**Supply network**

Bar = 20 µm. Pins as bars on the die edge.
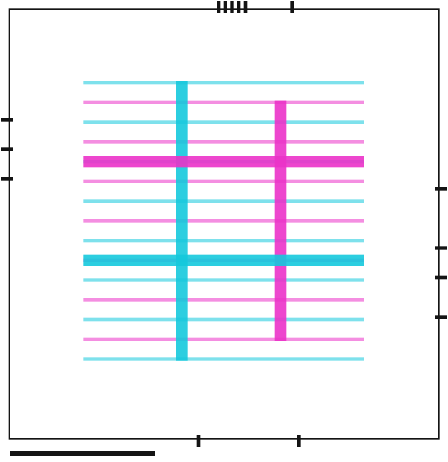
**Placed cells, one color a class**

Bar = 20 µm.
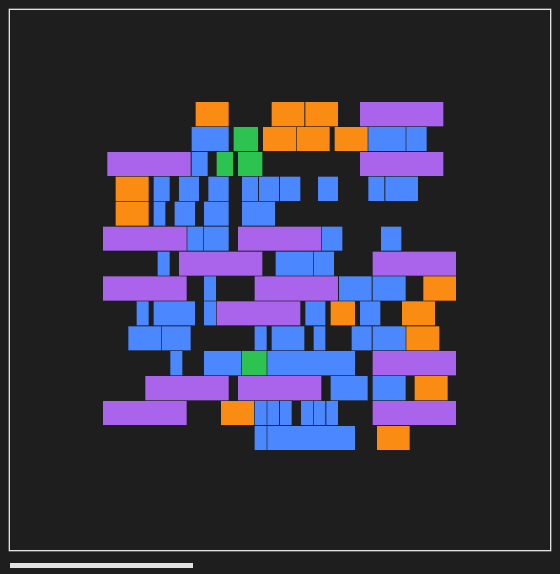
**Clock wires, drivers and flops**

Bar = 20 µm.
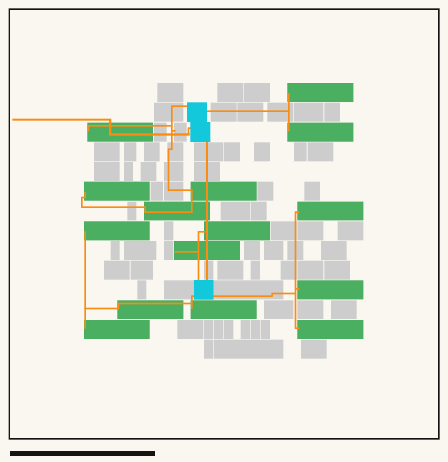
==> config.mk <==
export PLATFORM = sky130hd
export DESIGN_NAME = mux_parity_engine
export DESIGN_NICKNAME = d
export VERILOG_FILES = /design/src/rtl/mux_parity_engine_pkg.sv /design/src/rtl/mux_parity_engine_mux_lut.sv /design/src/rtl/mux_parity_engine.sv
export SDC_FILE = /design/constraint.sdc
export NUM_CORES = 1
export LEC_CHECK = 0
export CORE_MARGIN = 10
export CORE_UTILIZATION = 50
export DETAILED_ROUTE_END_ITERATION = 12
export GPL_ROUTABILITY_DRIVEN = 0
export PLACE_DENSITY_LB_ADDON = 0.25
export SLEW_MARGIN = 10
export SYNTH_ARGS = -nofsm -noshare
export SYNTH_HDL_FRONTEND = slang
export SYNTH_HIERARCHICAL = 1
export SYNTH_SLANG_ARGS = --single-unit
export TNS_END_PERCENT = 30
==> constraint.sdc <==
create_clock -name clk -period 4.1 [get_ports clk]
set_input_delay 0.82 -clock clk [delete_from_list [all_inputs] [get_ports clk]]
set_output_delay 0.82 -clock clk [all_outputs]
set_load 0.01 [all_outputs]
==> run_summary.xml <==
<?xml version="1.0" encoding="UTF-8"?>
<metrics>
  <group name="synth">
    <metric name="yosys.area.top_type_share" unit="%">49.4</metric>
    <metric name="top_cell" unit="">dfrtp_1</metric>
    <metric name="count_of_library_flops_with_an_enable_pin" unit="">0</metric>
    <metric name="yosys-stat-area" unit="µm²">759</metric>
    <metric name="post_synth_and_or_nand_nor_area_fraction" unit="%">15.3</metric>
    <metric name="netlist_logic_family_top" unit="">multiplexers</metric>
    <metric name="topCellsByArea" unit="">dfrtp_1 (49%), mux4_1 (6.9%), a221o_1 (5.3%)</metric>
  </group>
  <group name="power_and_ir_drop">
    <metric name="sequentialPower" unit="W">0.000254</metric>
    <metric name="power.share.combinational" unit="%">43.4</metric>
  </group>
  <group name="placed_design">
    <metric name="place_ws" unit="ns">0.967</metric>
    <metric name="numPortBuffers" unit="">14</metric>
  </group>
  <group name="timing">
    <metric name="setup_tns_final" unit="ns">0</metric>
    <metric name="setup_viol" unit="">0</metric>
  </group>
  <group name="run_status">
    <metric name="status" unit="">completed</metric>
  </group>
  <group name="grt">
    <metric name="groute.usage.overall" unit="%">8.82</metric>
    <metric name="grt_residual_overflow" unit="">0</metric>
    <metric name="global_routing_usage_on_met1" unit="%">10.2</metric>
    <metric name="grt_util_met3" unit="%">3.22</metric>
    <metric name="grt_pass1_vias" unit="">594</metric>
    <metric name="antenna_found_initial" unit="">0</metric>
  </group>
  <group name="worst_hold_path">
    <metric name="count_of_cells_along_the_worst_hold_path" unit="">1</metric>
  </group>
  <group name="clocking">
    <metric name="tritoncts" unit="">built</metric>
    <metric name="cts_repair_resize_count" unit="">0</metric>
    <metric name="cts.hold.buffers_added" unit="">0</metric>
    <metric name="tritoncts.num_buffers" unit="">3</metric>
  </group>
  <group name="route">
    <metric name="drcViolationCount" unit="">0</metric>
    <metric name="drt-vias-per-instance" unit="">5.28</metric>
    <metric name="highest_layer" unit="">met4</metric>
    <metric name="post_drt_wl_per_cell" unit="µm">13.7</metric>
    <metric name="ant_nets" unit="">0</metric>
    <metric name="drt_pass1_iterations" unit="">3</metric>
    <metric name="drtIter0Drc" unit="">10</metric>
    <metric name="met3WireLength" unit="µm">99</metric>
  </group>
  <group name="worst_setup_path">
    <metric name="timing.critical_path.max_delay_family" unit="">buffers and inverters</metric>
    <metric name="timing.critical_path.arrival" unit="ns">2.31</metric>
    <metric name="path_depth" unit="">4</metric>
  </group>
  <group name="layout">
    <metric name="mi_logic_area" unit="µm²">384</metric>
    <metric name="instances_no_fill" unit="">102</metric>
    <metric name="non_clock_buffer_count" unit="">15</metric>
    <metric name="area_occupied_by_registers" unit="µm²">375</metric>
    <metric name="flow.area_growth_from_synthesis" unit="%">26.2</metric>
    <metric name="postLayoutCellArea" unit="µm²">958</metric>
    <metric name="buffer_area_share" unit="%">15.4</metric>
  </group>
  <group name="floorplan">
    <metric name="pin_count" unit="">15</metric>
    <metric name="tap-cell-count" unit="">16</metric>
  </group>
</metrics>
About 'supply network':
color	net
magenta	VDD
cyan	VSS
met1 rails	15
met4 straps	2
rows	14
signal pins	15
Core Footprint: 1470 µm²
vertical die dimension: 59.0 µm
Die Wd: 59.0 µm
worst IR drop on VDD: 343 µV

About 'placed cells, one color a class':
color	class	cells	share of their area
purple	flip-flops	15	40%
orange	other buffers and delay cells	15	16%
green	clock drivers and dummy loads	4	2.9%
blue	all other logic	52	41%
Finished Core Util: 65.1%
Seq area share: 39.2%

About 'clock wires, drivers and flops':
[green] flip-flops | count: 15
[orange] clock wires | length: 202 µm
[cyan] cells driving clock nets | count: 3
routed clock nets	4
power consumed by the clock network: 0.0000869 W
Late-Pin Clk Latency: 0.29 ns
share of power burned in the clock network: 14.4%
worst clock skew: 0.00201 ns

Power is estimated from default activity; no workload was simulated.
